**src/rtl/hdb3_link_tester_if.sv**
```systemverilog
// Stream bundle between the PCM/HDB3 loopback chain and the link tester:
// source samples going into the chain and decoded words coming back out.
interface hdb3_link_tester_if;
   logic       src_valid;
   logic [7:0] src_data;
   logic       dec_valid;
   logic [7:0] dec_data;

   modport master (
      output src_valid,
      output src_data,
      output dec_valid,
      output dec_data
   );

   modport slave (
      input src_valid,
      input src_data,
      input dec_valid,
      input dec_data
   );
endinterface

```
**src/rtl/hdb3_link_tester.sv**
```systemverilog
// Loopback BER tester for the PCM/HDB3 chain: flushes the chain, searches for the
// word alignment between source and decoder, then counts mismatches over a test run.
module hdb3_link_tester #(
   parameter int TEST_FRAMES  = 256,
   parameter int FLUSH_CYCLES = 64,
   parameter int SYNC_TIMEOUT = 512
) (
   input  logic                sys_clk,
   input  logic                rst_n,
   input  logic                start,
   input  logic                abort,
   hdb3_link_tester_if.slave   link,
   output logic                chain_en,
   output logic                busy,
   output logic                lock,
   output logic [3:0]          latency,
   output logic                done,
   output logic                pass,
   output logic [15:0]         err_count,
   output logic [15:0]         frame_count
);

   localparam int FLUSH_W = (FLUSH_CYCLES > 1) ? $clog2(FLUSH_CYCLES) : 1;
   localparam int SYNC_W  = (SYNC_TIMEOUT > 1) ? $clog2(SYNC_TIMEOUT) : 1;

   typedef enum logic [2:0] {
      IDLE,
      FLUSH,
      SYNC,
      RUN,
      DONE
   } state_t;

   state_t             state;
   state_t             state_next;

   logic [7:0]         history [16];
   logic [3:0]         wr_ptr;
   logic [3:0]         k;
   logic [1:0]         match_run;
   logic [3:0]         miss_run;
   logic [FLUSH_W-1:0] flush_cnt;
   logic [SYNC_W-1:0]  sync_cnt;

   logic [3:0]         ref_idx;
   logic [7:0]         ref_byte;
   logic               is_match;
   logic               lock_hit;
   logic               pass_next;
   logic [15:0]        err_next;
   logic [3:0]         miss_next;
   logic               hist_wr;

   assign chain_en = (state == FLUSH) || (state == SYNC) || (state == RUN);
   assign busy     = (state != IDLE) && (state != DONE);
   assign lock     = (state == RUN);
   assign hist_wr  = chain_en && link.src_valid;

   // The reference is taken from the pointer before any same-cycle write, so a
   // coincident source sample never compares against itself.
   always_comb begin
      ref_idx    = wr_ptr - 4'd1 - ((state == RUN) ? latency : k);
      ref_byte   = history[ref_idx];
      is_match   = (link.dec_data == ref_byte);
      lock_hit   = (state == SYNC) && link.dec_valid && is_match && (match_run == 2'd2);
      state_next = state;
      pass_next  = pass;
      err_next   = err_count;
      miss_next  = miss_run;

      if ((state == RUN) && link.dec_valid) begin
         if (is_match) begin
            miss_next = 4'd0;
         end else begin
            miss_next = miss_run + 4'd1;
            if (err_count != 16'hFFFF) begin
               err_next = err_count + 16'd1;
            end
         end
      end

      case (state)
         IDLE, DONE: begin
            if (start) begin
               state_next = FLUSH;
               pass_next  = 1'b0;
            end
         end
         FLUSH: begin
            if (flush_cnt == FLUSH_W'(FLUSH_CYCLES - 1)) begin
               state_next = SYNC;
            end
         end
         SYNC: begin
            if (link.dec_valid) begin
               if (lock_hit) begin
                  state_next = RUN;
               end else if (sync_cnt == SYNC_W'(SYNC_TIMEOUT - 1)) begin
                  state_next = DONE;
                  pass_next  = 1'b0;
               end
            end
         end
         RUN: begin
            if (link.dec_valid) begin
               if (miss_next == 4'd8) begin
                  state_next = DONE;
                  pass_next  = 1'b0;
               end else if ((frame_count + 16'd1) == 16'(TEST_FRAMES)) begin
                  state_next = DONE;
                  pass_next  = (err_next == 16'd0);
               end
            end
         end
         default: begin
            state_next = IDLE;
         end
      endcase

      if (abort) begin
         state_next = IDLE;
         pass_next  = 1'b0;
      end
   end

   always_ff @(posedge sys_clk or negedge rst_n) begin
      if (!rst_n) begin
         state <= IDLE;
         pass  <= 1'b0;
         done  <= 1'b0;
      end else begin
         state <= state_next;
         pass  <= pass_next;
         done  <= (state_next == DONE) && (state != DONE);
      end
   end

   // Counters freeze on abort so the last run can still be inspected from IDLE.
   always_ff @(posedge sys_clk or negedge rst_n) begin
      if (!rst_n) begin
         err_count   <= 16'd0;
         frame_count <= 16'd0;
         latency     <= 4'd0;
         wr_ptr      <= 4'd0;
         k           <= 4'd0;
         match_run   <= 2'd0;
         miss_run    <= 4'd0;
         flush_cnt   <= '0;
         sync_cnt    <= '0;
      end else begin
         if (hist_wr) begin
            wr_ptr <= wr_ptr + 4'd1;
         end
         if (!abort) begin
            case (state)
               IDLE, DONE: begin
                  if (start) begin
                     err_count   <= 16'd0;
                     frame_count <= 16'd0;
                     latency     <= 4'd0;
                     wr_ptr      <= 4'd0;
                     k           <= 4'd0;
                     flush_cnt   <= '0;
                  end
               end
               FLUSH: begin
                  flush_cnt <= flush_cnt + FLUSH_W'(1);
                  if (state_next == SYNC) begin
                     k         <= 4'd0;
                     match_run <= 2'd0;
                     sync_cnt  <= '0;
                  end
               end
               SYNC: begin
                  if (link.dec_valid) begin
                     sync_cnt <= sync_cnt + SYNC_W'(1);
                     if (is_match) begin
                        if (lock_hit) begin
                           latency  <= k;
                           miss_run <= 4'd0;
                        end else begin
                           match_run <= match_run + 2'd1;
                        end
                     end else begin
                        match_run <= 2'd0;
                        k         <= k + 4'd1;
                     end
                  end
               end
               RUN: begin
                  if (link.dec_valid) begin
                     frame_count <= frame_count + 16'd1;
                     err_count   <= err_next;
                     miss_run    <= miss_next;
                  end
               end
               default: begin
               end
            endcase
         end
      end
   end

   // History contents carry no reset; the flush phase refills them before use.
   always_ff @(posedge sys_clk) begin
      if (hist_wr) begin
         history[wr_ptr] <= link.src_data;
      end
   end

endmodule

```
**src/flat_wrapper.sv**
```systemverilog
// flat-port wrapper written by rule: the top's interface ports become plain ports
module hdb3_link_tester_flat 
#(
   parameter int TEST_FRAMES  = 256,
   parameter int FLUSH_CYCLES = 64,
   parameter int SYNC_TIMEOUT = 512
)
  (sys_clk, rst_n, start, abort, chain_en, busy, lock, latency, done, pass, err_count, frame_count, link_src_valid, link_src_data, link_dec_valid, link_dec_data);
  hdb3_link_tester_if link_i ();
  input  logic sys_clk;
  input  logic rst_n;
  input  logic start;
  input  logic abort;
  output logic chain_en;
  output logic busy;
  output logic lock;
  output logic [3:0] latency;
  output logic done;
  output logic pass;
  output logic [15:0] err_count;
  output logic [15:0] frame_count;
  input wire logic [$bits(link_i.src_valid)-1:0] link_src_valid;
  input wire logic [$bits(link_i.src_data)-1:0] link_src_data;
  input wire logic [$bits(link_i.dec_valid)-1:0] link_dec_valid;
  input wire logic [$bits(link_i.dec_data)-1:0] link_dec_data;
  assign link_i.src_valid = link_src_valid;
  assign link_i.src_data = link_src_data;
  assign link_i.dec_valid = link_dec_valid;
  assign link_i.dec_data = link_dec_data;
  hdb3_link_tester #(.TEST_FRAMES(TEST_FRAMES), .FLUSH_CYCLES(FLUSH_CYCLES), .SYNC_TIMEOUT(SYNC_TIMEOUT)) u_core (.sys_clk(sys_clk), .rst_n(rst_n), .start(start), .abort(abort), .link(link_i), .chain_en(chain_en), .busy(busy), .lock(lock), .latency(latency), .done(done), .pass(pass), .err_count(err_count), .frame_count(frame_count));
endmodule
```
**config.mk**
```make
export PLATFORM = sky130hd
export DESIGN_NAME = hdb3_link_tester_flat
export DESIGN_NICKNAME = d
export VERILOG_FILES = /design/src/rtl/hdb3_link_tester_if.sv /design/src/rtl/hdb3_link_tester.sv /design/src/flat_wrapper.sv
export SDC_FILE = /design/constraint.sdc
export NUM_CORES = 1
export LEC_CHECK = 0
export ABC_CLOCK_PERIOD_IN_PS = 4200
export CORE_MARGIN = 10
export CORE_UTILIZATION = 54
export DETAILED_ROUTE_END_ITERATION = 8
export PLACE_DENSITY = 0.77
export SYNTH_ARGS = -nofsm -noshare
export SYNTH_HDL_FRONTEND = slang
export SYNTH_SLANG_ARGS = --single-unit
```
**constraint.sdc**
```tcl
create_clock -name sys_clk -period 4.2 [get_ports sys_clk]
set_input_delay 0.84 -clock sys_clk [delete_from_list [all_inputs] [get_ports sys_clk]]
set_output_delay 0.84 -clock sys_clk [all_outputs]
set_load 0.005 [all_outputs]
```
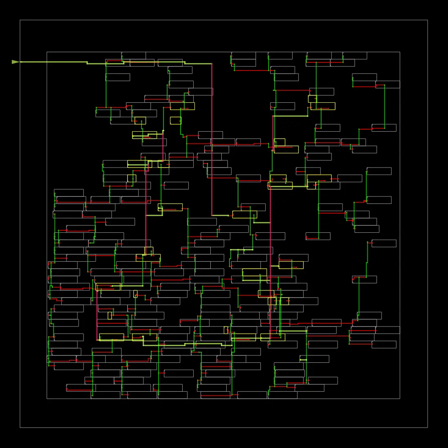
**Above:** run 1 (clock routing).
power in the clock group: 1.58 mW
final setup skew: 0.00985 ns
clk ins delay skew pair: 0.44 ns
clock tree buffer count of the final layout: 20

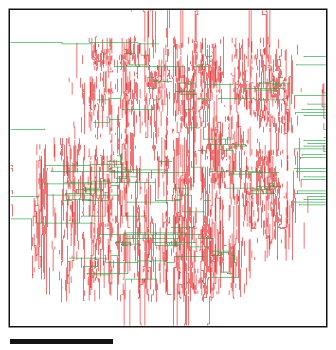
**Above:** run 1 (wiring by layer).
Scale bar: 50 um. Only two layers are drawn.
| colour | layer | wire length |
|---|---|---|
| red | met2 | 12100 um |
| green | met3 | 1660 um |

==> results.py, run 1 <==
# Physical implementation metrics
metrics = {
    "status": {
        "outcome": "finished with violations",
        "failed_checks": "setup timing",
    },
    "logic_synthesis": {
        "topCellsByArea": "sky130_fd_sc_hd__edfxtp_1 (40%), sky130_fd_sc_hd__dfrtp_1 (18%), sky130_fd_sc_hd__mux4_2 (6.6%), sky130_fd_sc_hd__o21ai_0 (4.2%), sky130_fd_sc_hd__mux2i_1 (3.2%)",
        "edf_count": 128,
        "post_synthesis_average_cell_area_um2": 12.2,
        "yosys_area_um2": 9620,
        "netlist-cell-type-count": 62,
        "post_synth_inst_count": 787,
        "ranking_of_synthesized_cells_by_instance_count": "sky130_fd_sc_hd__edfxtp_1 (128), sky130_fd_sc_hd__o21ai_0 (80), sky130_fd_sc_hd__dfrtp_1 (70), sky130_fd_sc_hd__nand2_1 (69), sky130_fd_sc_hd__nor2_1 (61)",
        "synth.yosys.seq_area_share_pct": 58.1,
        "async_reset_ff_share_pct": 35.4,
        "synth_dominant_cell_count": "sky130_fd_sc_hd__edfxtp_1",
        "postSynthNetCount": 825,
        "yosys_warnings": 0,
        "top_area_cell": "sky130_fd_sc_hd__edfxtp_1",
        "top_cell_area_share_pct": 39.9,
        "cells_yosys": 787,
        "postSynth.topFlopCell": "sky130_fd_sc_hd__edfxtp_1",
        "synth-seq-cells": 198,
        "netlist_area_um2": 9620,
    },
    "clock_network": {
        "cts.repair_timing.setup_buffer_count": 5,
        "ctsHoldBuffers": 0,
        "worst_path_clk_slew_ns": 0.07,
        "cts_tree": "built",
        "resized_cells_post_cts": 12,
        "clock_tree.htree_level_count": 4,
        "clk_root_buffer_cell": "sky130_fd_sc_hd__clkbuf_16",
        "clock_path_buffers": 2,
        "cts-buffers-inserted": 17,
        "clock-sinks": 198,
    },
    "drt": {
        "detailroute.via_count": 6995,
        "viasPerCell": 6.18,
        "ant_nets": 0,
        "detail_route.iter0.violations": 562,
        "drtPass1Iterations": 5,
        "totalWireLength_um": 23700,
        "wl_per_cell_um": 21.0,
        "post-route-drc-count": 0,
    },
    "setup_path": {
        "worstPathRequired_ns": 4.58,
        "setup.reg_to_reg.worst_slack_ns": -0.009,
        "critical-path-slowest-cell": "sky130_fd_sc_hd__fa_2",
        "worst-r2r-cell-count": 17,
        "critical_path_cell_count": 17,
        "worstSetupEndpoint": "u_core.pass",
        "regToRegEndpoint": "u_core.pass",
        "path_class": "reg -> reg",
        "crit_path_end_kind": "register",
        "timing.critical_path.fanout_max": 5,
        "crit_family": "AND-OR/OR-AND gates",
        "crit_start": "u_core.state[0]",
        "chain_of_cells_forming_the_critical_path": "nand3b_4, clkinv_4, mux2i_4, ha_4, fa_2, buf_4, mux4_2, mux2i_1, xor2_1, or4b_1, nand4_1, and3_4, buf_6, a21oi_4, o32ai_1, o2111a_1, a41o_1",
        "critical_path.max_stage_delay_ns": 0.58,
        "critPathBufInv": 3,
        "worst_setup_path_start_kind": "register",
        "worst-endpoint-arrival_ns": 4.59,
        "rr_startpoint": "u_core.state[0]",
    },
    "floorplan": {
        "floorplan.core_util_pct": 55.4,
        "floorplan.die.height_um": 153,
        "die_x_um": 153,
        "design.die.area_um2": 23600,
        "site_rows": 48,
        "top_level_i_o_count": 63,
        "core-area_um2": 17400,
    },
    "sta": {
        "final_max_slew_viol_count": 0,
        "worst_slew_pin_slew_ns": 0.930,
        "timing.final.setup_violations": 1,
        "slew_headroom_pct": 38.0,
        "timing.final.crit_share_pct": 100,
        "grt_setup_unrepaired": "true",
        "finalWorstSetupSlack_ns": -0.00916,
        "final_hold_violating_endpoints": 0,
        "maxClockFrequency_mhz": 238,
        "timing.final.crit_period_ns": 4.21,
        "hold-worst-slack_ns": 0.493,
    },
    "global_routing": {
        "grt_first_pass_wirelength_um": 38000,
        "globalRouteOverflowTotal": 0,
        "grt_pass1_vias": 7008,
        "grt_antenna_before_repair": 0,
        "grt_max_degree": 41,
        "grt_util_all_layers_pct": 20.0,
    },
    "layout": {
        "layout-drive-gt1-share_pct": 17.0,
        "antennaDiodeCount": 0,
        "finalNonFillerCells": 1132,
        "syn2layout_area_growth_pct": 20.2,
        "mostFrequentLayoutCell": "sky130_fd_sc_hd__edfxtp_1",
        "final_layout_top_logic_cells": "sky130_fd_sc_hd__edfxtp_1 (128), sky130_fd_sc_hd__o21ai_0 (78), sky130_fd_sc_hd__dfrtp_1 (70)",
        "final_nets": 932,
    },
    "min_path": {
        "whs_endpoint": "u_core.match_run[0]",
        "hold_depth": 1,
        "timing.hold.worst.class": "reg -> reg",
        "hold_start": "u_core.match_run[0]",
    },
    "flow_run": {
        "warning_total_across_the_stage_logs": 31,
        "max_cap_violations": 0,
    },
    "place": {
        "dp.cells": 1086,
        "hpwlAfterDp_um": 16600,
        "portBuffers": 62,
        "routability_congestion_estimate_from_global_placement": 0.925,
        "place_worst_setup_slack_ns": -0.0412,
    },
    "power": {
        "power.density_nw_per_um2": 466,
        "irDropWorstVdd_v": 0.000364,
        "total_leakage_power_nw": 4.35,
    },
}
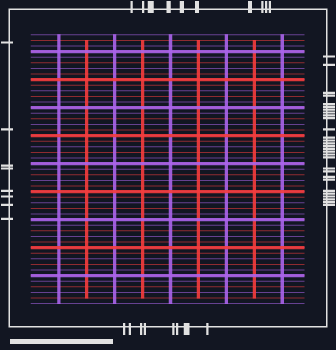
**Above:** run 1 (power grid).
Scale bar: 50 um. Pins as bars on the die edge.
| colour | net |
|---|---|
| red | VDD |
| purple | VSS |
met4 straps: 9
met5 straps: 9
signal pins: 63

==> run 1: flip-flops by register name, indices dropped and copies added, names as in the netlist, 2 cells and up <==
signal	cells
u_core.err_count	16
u_core.flush_cnt	6
u_core.frame_count	16
u_core.history	128
u_core.k	4
u_core.latency	4
u_core.match_run	2
u_core.miss_run	4
u_core.state	3
u_core.sync_cnt	9
u_core.wr_ptr	4
==> run 1: routing by layer <==
metal	up-vias	track usage (%)	part of all wire, %
li1	3203	-	-
met5	-	0	0
met2	274	34.1	51
met4	0	6.61	2.0
met3	37	4.46	7.0
met1	3481	24.6	40
==> run 1: stage by stage <==
stage / cell area [um^2] / power (mW) / util [%] / TNS, ns
floorplan: 9640 / 3.22 / - / 0
global placement: 10800 / 3.58 / 62.1 / 0
detailed placement: 10800 / 3.63 / 62.1 / -0.0412
CTS: 11400 / 5.29 / 65.8 / -0.0163
global route: 11600 / 5.61 / 66.7 / -0.318
finish: 11600 / 5.39 / 66.7 / -0.00916
==> run 1: where the power goes <==
part / internal, mW / leakage [nW] / switching [mW] / total, mW
Combinational: 0.853 / 1.96 / 0.803 / 1.66
Clock: 0.795 / 0.278 / 0.788 / 1.58
Sequential: 2.11 / 2.11 / 0.0367 / 2.15
Total: 3.76 / 4.35 / 1.63 / 5.39
==> run 1: kinds of logic after synthesis <==
logic type | synth area share (%)
xor+xnor | 2.98
fa+ha+maj | 2.16
buf+inv | 2.35
flops | 58.1
compound gates | 10.3
mux | 10.4
simple gates | 13.7
==> run 1: final cells by class <==
| class | instances | area [um^2] |
|---|---|---|
| fill | 1192 | 5790 |
| sequential | 198 | 5600 |
| multi-input combinational | 538 | 3900 |
| timing repair buffer | 127 | 1180 |
| clock buffer | 20 | 437 |
| tap | 225 | 282 |
| clock inverter | 12 | 130 |
| inverter | 12 | 50.0 |
==> inputs of run 2 (changes only) <==
- ABC_CLOCK_PERIOD_IN_PS: 4200 -> 3600
- clock period: 4.2 -> 3.6 ns (I/O delays scaled with it)
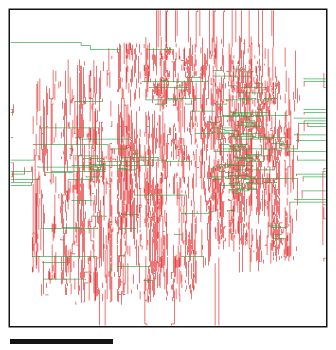
**Above:** run 2 (wiring by layer).
Scale bar: 50 um. Only two layers are drawn.
| colour | layer | wire length |
|---|---|---|
| red | met2 | 12600 um |
| green | met3 | 1720 um |

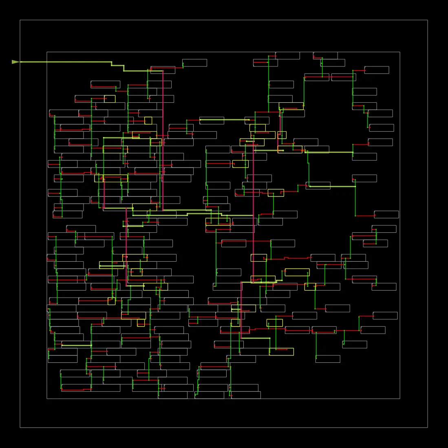
**Above:** run 2 (clock routing).
clock tree buffer count of the final layout: 17
power in the clock group: 1.90 mW
TritonCTS buffer count: 17

==> run 2 against run 1 <==
The run still ends with setup timing left; sequential share of layout area fell by 2.2 points; sequential power rose by 16%; global-route usage fell by 0.20 points; critical path type unchanged; critical endpoint unchanged.
==> results.py, run 2 <==
# Physical implementation metrics
metrics = {
    "setup_path": {
        "path_class": "reg -> reg",
        "rr_startpoint": "u_core.state[2]",
        "regToRegEndpoint": "u_core.pass",
        "worstSetupEndpoint": "u_core.pass",
        "worstPathRequired_ns": 3.98,
        "worst-r2r-cell-count": 17,
        "worst_setup_path_start_kind": "register",
        "critPathBufInv": 4,
        "critical-path-slowest-cell": "sky130_fd_sc_hd__fa_2",
        "crit_family": "multiplexers",
        "crit_path_end_kind": "register",
        "chain_of_cells_forming_the_critical_path": "nand3b_4, clkinv_4, mux2i_2, ha_2, fa_2, buf_4, buf_12, buf_16, mux4_2, mux2i_2, mux2i_1, xor2_1, and3b_4, a21oi_4, a2111o_1, o2bb2a_4, a41o_1",
        "worst-endpoint-arrival_ns": 4.68,
        "setup.reg_to_reg.worst_slack_ns": -0.71,
        "critical_path_cell_count": 17,
        "critical_path.max_stage_delay_ns": 0.48,
    },
    "logic_synthesis": {
        "yosys_area_um2": 9620,
        "ranking_of_synthesized_cells_by_instance_count": "sky130_fd_sc_hd__edfxtp_1 (128), sky130_fd_sc_hd__o21ai_0 (80), sky130_fd_sc_hd__dfrtp_1 (70), sky130_fd_sc_hd__nand2_1 (69), sky130_fd_sc_hd__nor2_1 (61)",
        "yosys_warnings": 0,
        "netlist-cell-type-count": 62,
        "postSynthNetCount": 825,
        "netlist_area_um2": 9620,
        "top_cell_area_share_pct": 39.9,
        "top_area_cell": "sky130_fd_sc_hd__edfxtp_1",
        "post_synthesis_average_cell_area_um2": 12.2,
        "cells_yosys": 787,
        "edf_count": 128,
        "post_synth_inst_count": 787,
        "postSynth.topFlopCell": "sky130_fd_sc_hd__edfxtp_1",
        "synth-seq-cells": 198,
        "synth_dominant_cell_count": "sky130_fd_sc_hd__edfxtp_1",
        "topCellsByArea": "sky130_fd_sc_hd__edfxtp_1 (40%), sky130_fd_sc_hd__dfrtp_1 (18%), sky130_fd_sc_hd__mux4_2 (6.6%), sky130_fd_sc_hd__o21ai_0 (4.2%), sky130_fd_sc_hd__mux2i_1 (3.2%)",
        "async_reset_ff_share_pct": 35.4,
        "synth.yosys.seq_area_share_pct": 58.1,
    },
    "sta": {
        "fin_worst_skew_ns": 0.0116,
        "grt_setup_unrepaired": "true",
        "finalWorstSetupSlack_ns": -0.706,
        "final_hold_violating_endpoints": 0,
        "timing.final.setup_violations": 35,
        "hold-worst-slack_ns": 0.472,
        "timing.final.crit_share_pct": 120,
        "maxClockFrequency_mhz": 232,
        "timing.final.crit_period_ns": 4.31,
        "worst_slew_pin_slew_ns": 1.21,
        "slew_headroom_pct": 19.2,
        "final_max_slew_viol_count": 0,
    },
    "layout": {
        "final_layout_top_logic_cells": "sky130_fd_sc_hd__edfxtp_1 (128), sky130_fd_sc_hd__buf_4 (74), sky130_fd_sc_hd__dfrtp_1 (70)",
        "antennaDiodeCount": 0,
        "mi_logic_area_um2": 4130,
        "final_design_area_no_fill_um2": 12100,
        "registers_with_the_most_flip_flops": "u_core.history x128, u_core.err_count x16, u_core.frame_count x16",
        "final.fill_count": 1157,
        "final_nets": 962,
        "largest_reg_flops": 128,
        "syn2layout_area_growth_pct": 26.1,
        "regMostFlops": "u_core.history",
        "layout-drive-gt1-share_pct": 23.3,
        "register_area_um2": 5600,
        "mostFrequentLayoutCell": "sky130_fd_sc_hd__edfxtp_1",
    },
    "power": {
        "power.density_nw_per_um2": 567,
        "intPower_mw": 4.72,
        "power_switching_share_pct": 31.4,
        "total_leakage_power_nw": 4.57,
        "combinationalPowerShare_pct": 36.1,
        "clock_power_share_pct": 27.7,
        "p_sw_mw": 2.16,
        "irDropWorstVdd_v": 0.000447,
        "pwr-share-seq_pct": 36.3,
    },
    "floorplan": {
        "die_x_um": 153,
        "core-area_um2": 17400,
        "top_level_i_o_count": 63,
        "floorplan.core_util_pct": 55.4,
        "design.die.area_um2": 23600,
        "floorplan.die.height_um": 153,
        "site_rows": 48,
    },
    "clock_network": {
        "clock_insertion_delay_worst_skew_ns": 0.44,
        "clock_tree.htree_level_count": 4,
        "cts_tree": "built",
        "clock-sinks": 198,
        "worst_path_clk_slew_ns": 0.08,
        "clk_root_buffer_cell": "sky130_fd_sc_hd__clkbuf_16",
        "clock_path_buffers": 2,
        "ctsHoldBuffers": 0,
    },
    "global_routing": {
        "grt_first_pass_wirelength_um": 38100,
        "globalRouteOverflowTotal": 0,
        "grt_util_all_layers_pct": 19.8,
        "grt_max_degree": 71,
        "grt_antenna_before_repair": 0,
        "grt_pass1_vias": 7031,
    },
    "place": {
        "hpwlAfterDp_um": 16100,
        "routability_congestion_estimate_from_global_placement": 0.914,
        "portBuffers": 62,
        "dpl_cell_area_um2": 11000,
    },
    "status": {
        "outcome": "finished with violations",
        "failed_checks": "setup timing",
    },
    "drt": {
        "ant_nets": 0,
        "detail_route.iter0.violations": 530,
        "wl_per_cell_um": 21.2,
        "viasPerCell": 6.19,
        "post-route-drc-count": 0,
        "detailroute.via_count": 7191,
        "totalWireLength_um": 24600,
        "drtPass1Iterations": 5,
    },
    "flow_run": {
        "max_cap_violations": 0,
        "warning_total_across_the_stage_logs": 32,
    },
    "min_path": {
        "timing.hold.worst.class": "in -> async",
    },
}
==> run 2: routing by layer <==
metal	GRT usage, %	wire length, um
met5	0	0
met2	33.9	12600
met4	5.76	465
met1	25.0	9830
met3	3.63	1720
==> run 2: final cells by class <==
type / count / share of cell area (%)
inverters: 12 / 0.413
flip-flops and latches: 198 / 46.1
clock buffers: 17 / 3.51
multi-input cells: 539 / 34.0
repair buffers: 156 / 12.1
well taps: 225 / 2.32
clock inverters: 15 / 1.44
==> run 2: power by group through the flow <==
stage,combinational [mW],sequential (mW),clock (mW)
final,2.48,2.49,1.90
after global routing,2.62,2.50,2.01
after CTS,2.21,2.49,1.93
after detailed placement,1.86,2.54,0
after global placement,1.79,2.54,0
after floorplan,1.25,2.54,0
==> run 2: cells by family after synthesis <==
family / share of synthesized area, %
xor gates and xnor gates: 2.98
DFF: 58.1
and+or+nand+nor: 13.7
adders and majority gates: 2.16
buffers and inverters: 2.35
AOI/OAI and AO/OA: 10.3
muxes: 10.4
==> run 2: per-stage QoR <==
| step | setup slack (ns) | setup TNS [ns] | power [mW] | utilization [%] | std cells |
|---|---|---|---|---|---|
| 6_report | -0.706 | -19.02 | 6.87 | 69.9 | 1162 |
| 3_3_place_gp | -0.472 | -11.75 | 4.33 | 63.3 | 1106 |
| 3_5_place_dp | -0.626 | -16.53 | 4.40 | 63.3 | 1106 |
| 5_1_grt | -0.789 | -22.87 | 7.12 | 69.9 | 1162 |
| 4_1_cts | -0.542 | -14.06 | 6.63 | 68.5 | 1154 |
| 2_1_floorplan | -0.353 | -4.64 | 3.80 | - | 787 |
==> run 2: repair_timing <==
item / in CTS / in global routing
setup buffers: 16 / 12
cloned: 2 / 0
gates resized: 45 / 49
hold endpoints to repair: 0 / 0
pin swaps: 14 / 34
endpoints found under the setup margin: 35 / 35
==> inputs of run 3 (changes only) <==
- ABC_CLOCK_PERIOD_IN_PS: 3600 -> 4200
- CORE_UTILIZATION: 54 -> 59
- PLACE_DENSITY: 0.77 -> 0.8
- clock period: 3.6 -> 4.2 ns (I/O delays scaled with it)
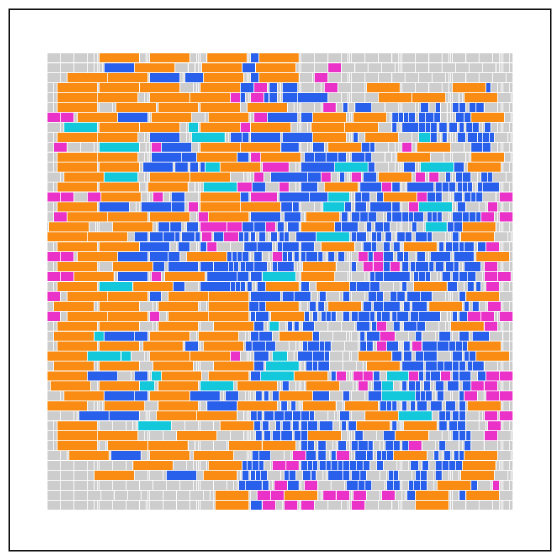
**Above:** run 3 (cell classes on the final placement).
Fill, decap, tap and diode cells in grey.
| colour | class | cells | share of their area |
|---|---|---|---|
| cyan | clock drivers and dummy loads | 32 | 5.4% |
| orange | flip-flops | 198 | 50% |
| magenta | other buffers and delay cells | 108 | 9.0% |
| blue | all other logic | 550 | 36% |

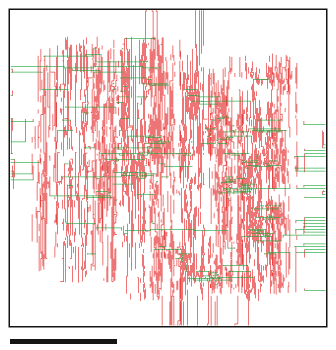
**Above:** run 3 (wiring by layer).
Scale bar: 50 um. Only two layers are drawn.
| colour | layer | wire length |
|---|---|---|
| green | met3 | 1560 um |
| red | met2 | 12500 um |

==> run 3 against run 2 <==
The run still ends with setup timing left; critical path depth is the same; combinational power fell by 32%; maximum frequency increased by 0.20%; critical path type unchanged; largest cell class unchanged.
==> results.py, run 3 <==
# Physical implementation metrics
metrics = {
    "drt": {
        "ant_nets": 0,
        "detail_route.iter0.violations": 694,
        "totalWireLength_um": 24200,
        "drtPass1Iterations": 5,
        "detailroute.via_count": 7049,
        "wl_per_cell_um": 21.9,
        "viasPerCell": 6.38,
        "post-route-drc-count": 0,
    },
    "sta": {
        "slew_headroom_pct": 34.8,
        "tns_ns": -0.138,
        "maxClockFrequency_mhz": 233,
        "fin_worst_skew_ns": 0.0113,
        "grt_setup_unrepaired": "true",
        "finalWorstSetupSlack_ns": -0.0977,
        "final_hold_violating_endpoints": 0,
        "timing.final.setup_violations": 3,
        "timing.final.crit_share_pct": 102,
        "worst_slew_pin_slew_ns": 0.975,
        "final_max_slew_viol_count": 0,
        "timing.final.crit_period_ns": 4.30,
        "hold-worst-slack_ns": 0.496,
    },
    "floorplan": {
        "floorplan.die.height_um": 148,
        "floorplan.core_util_pct": 60.4,
        "die_x_um": 148,
        "design.die.area_um2": 21800,
        "top_level_i_o_count": 63,
        "site_rows": 46,
        "core-area_um2": 15900,
    },
    "setup_path": {
        "chain_of_cells_forming_the_critical_path": "nand3b_4, clkinv_4, mux2i_2, ha_4, fa_2, buf_6, mux4_2, mux2i_2, xnor2_1, nor2_1, a32o_2, and3b_2, buf_6, a211oi_4, mux2i_1, and4_1, a41o_1",
        "critical-path-slowest-cell": "sky130_fd_sc_hd__fa_2",
        "worst-endpoint-arrival_ns": 4.67,
        "worst-r2r-cell-count": 17,
        "worst_setup_path_start_kind": "register",
        "regToRegEndpoint": "u_core.pass",
        "timing.critical_path.fanout_max": 6,
        "worstPathRequired_ns": 4.57,
        "path_class": "reg -> reg",
        "crit_path_end_kind": "register",
        "rr_startpoint": "u_core.state[0]",
        "setup.reg_to_reg.worst_slack_ns": -0.1,
        "critical_path.max_stage_delay_ns": 0.67,
    },
    "power": {
        "total_leakage_power_nw": 4.25,
        "clockNetworkPower_mw": 1.66,
        "power.group.top": "registers",
        "clock_power_share_pct": 30.1,
        "seq_cell_power_mw": 2.15,
        "p_sw_mw": 1.70,
        "intPower_mw": 3.81,
        "power_switching_share_pct": 30.8,
        "pwr-share-seq_pct": 39.1,
        "pwr.group.combinational_mw": 1.69,
        "irDropWorstVdd_v": 0.000433,
        "power.total_mw": 5.50,
        "power.density_nw_per_um2": 479,
        "combinationalPowerShare_pct": 30.8,
    },
    "layout": {
        "finalCoreUtilization_pct": 72.0,
        "mostFrequentLayoutCell": "sky130_fd_sc_hd__edfxtp_1",
        "registers_with_the_most_flip_flops": "u_core.history x128, u_core.err_count x16, u_core.frame_count x16",
        "regMostFlops": "u_core.history",
        "largest_reg_flops": 128,
        "antennaDiodeCount": 0,
        "layout-drive-gt1-share_pct": 16.3,
        "final_design_area_no_fill_um2": 11500,
        "final_layout_top_logic_cells": "sky130_fd_sc_hd__edfxtp_1 (128), sky130_fd_sc_hd__o21ai_0 (76), sky130_fd_sc_hd__dfrtp_1 (70)",
        "final_nets": 913,
        "final.fill_count": 1037,
        "syn2layout_area_growth_pct": 19.3,
        "finalNonFillerCells": 1104,
    },
    "clock_network": {
        "clk_root_buffer_cell": "sky130_fd_sc_hd__clkbuf_16",
        "clock_path_buffers": 2,
        "clock_insertion_delay_worst_skew_ns": 0.44,
        "clock-sinks": 198,
        "cts_tree": "built",
        "worst_path_clk_slew_ns": 0.08,
        "ctsHoldBuffers": 0,
        "clock_tree.htree_level_count": 4,
        "cts-buffers-inserted": 17,
    },
    "logic_synthesis": {
        "yosys_warnings": 0,
        "postSynthNetCount": 825,
        "cells_yosys": 787,
        "topCellsByArea": "sky130_fd_sc_hd__edfxtp_1 (40%), sky130_fd_sc_hd__dfrtp_1 (18%), sky130_fd_sc_hd__mux4_2 (6.6%), sky130_fd_sc_hd__o21ai_0 (4.2%), sky130_fd_sc_hd__mux2i_1 (3.2%)",
        "postSynth.topFlopCell": "sky130_fd_sc_hd__edfxtp_1",
        "async_reset_ff_share_pct": 35.4,
        "edf_count": 128,
        "post_synth_inst_count": 787,
        "yosys_area_um2": 9620,
        "ranking_of_synthesized_cells_by_instance_count": "sky130_fd_sc_hd__edfxtp_1 (128), sky130_fd_sc_hd__o21ai_0 (80), sky130_fd_sc_hd__dfrtp_1 (70), sky130_fd_sc_hd__nand2_1 (69), sky130_fd_sc_hd__nor2_1 (61)",
        "synth-seq-cells": 198,
        "top_cell_area_share_pct": 39.9,
        "synth_dominant_cell_count": "sky130_fd_sc_hd__edfxtp_1",
        "post_synthesis_average_cell_area_um2": 12.2,
        "netlist-cell-type-count": 62,
        "top_area_cell": "sky130_fd_sc_hd__edfxtp_1",
        "netlist_area_um2": 9620,
        "synth.yosys.seq_area_share_pct": 58.1,
    },
    "status": {
        "failed_checks": "setup timing",
        "outcome": "finished with violations",
    },
    "global_routing": {
        "globalRouteOverflowTotal": 0,
        "grt_antenna_before_repair": 0,
        "grt_util_all_layers_pct": 22.3,
        "grt_pass1_vias": 7027,
        "grt_max_degree": 42,
        "grt_first_pass_wirelength_um": 38500,
    },
    "place": {
        "hpwlAfterDp_um": 15800,
        "place_worst_setup_slack_ns": -0.0990,
        "routability_congestion_estimate_from_global_placement": 0.953,
        "dpl_cell_area_um2": 10600,
        "dp.cells": 1061,
        "portBuffers": 62,
    },
    "flow_run": {
        "warning_total_across_the_stage_logs": 31,
        "max_cap_violations": 0,
    },
    "min_path": {
        "timing.hold.worst.class": "reg -> reg",
        "hold_start": "u_core.sync_cnt[8]",
        "hold_depth": 2,
        "whs_endpoint": "u_core.sync_cnt[8]",
    },
}
==> run 3: cell counts after synthesis <==
Identical to the previous run, type by type.
==> run 3: what timing repair did <==
action / CTS / global route
setup buffers: 6 / 5
resized: 15 / 23
pin swaps: 8 / 9
endpoints found under the setup margin: 9 / 29
cloned: 1 / 0
==> run 3: area by class of cell <==
class	count	area (um^2)	share of cell area, %
Clock buffer	17	425	3.71
Clock inverter	15	184	1.60
Inverter	12	50.0	0.436
Multi-Input combinational cell	538	3940	34.3
Sequential cell	198	5600	48.7
Tap cell	216	270	2.35
Timing Repair Buffer	108	1010	8.83
==> run 3: worst max-delay path, delay by kind of cell (launching register included) <==
kind	cells	cell delay, ns
fa+ha+maj	2	0.86
xor+xnor	1	0.17
flops	1	0.41
mux	4	0.97
simple gates	4	0.68
buf+inv	3	0.41
compound gates	3	0.73
==> run 3: metal layers <==
layer  GRT usage (%)  share of wire [%]
met4            8.33                2.6
met2            38.2                 52
met3            4.30                6.4
met5               0                  0
met1            27.4                 39
==> run 3: logic make-up (layout without fill, tap and decap cells) <==
logic type	Yosys count	in the layout	share of synthesized area, %
fa+ha+maj	16	16	2.16
mux	64	64	10.4
compound gates	164	164	10.3
flops	198	198	58.1
buf+inv	51	152	2.35
simple gates	265	265	13.7
xor+xnor	29	29	2.98
==> run 3: worst max path at each step <==
| stage | startpoint | end | depth (start not counted) |
|---|---|---|---|
| 6_report | u_core.state[0] | u_core.pass | 17 |
| 5_1_grt | u_core.state[2] | u_core.pass | 17 |
| 4_1_cts | u_core.state[2] | u_core.pass | 15 |
| 3_5_place_dp | u_core.state[2] | u_core.pass | 16 |
| 3_3_place_gp | u_core.state[2] | u_core.pass | 17 |
| 2_1_floorplan | u_core.state[1] | u_core.pass | 18 |
Power and IR drop assume default switching activity.
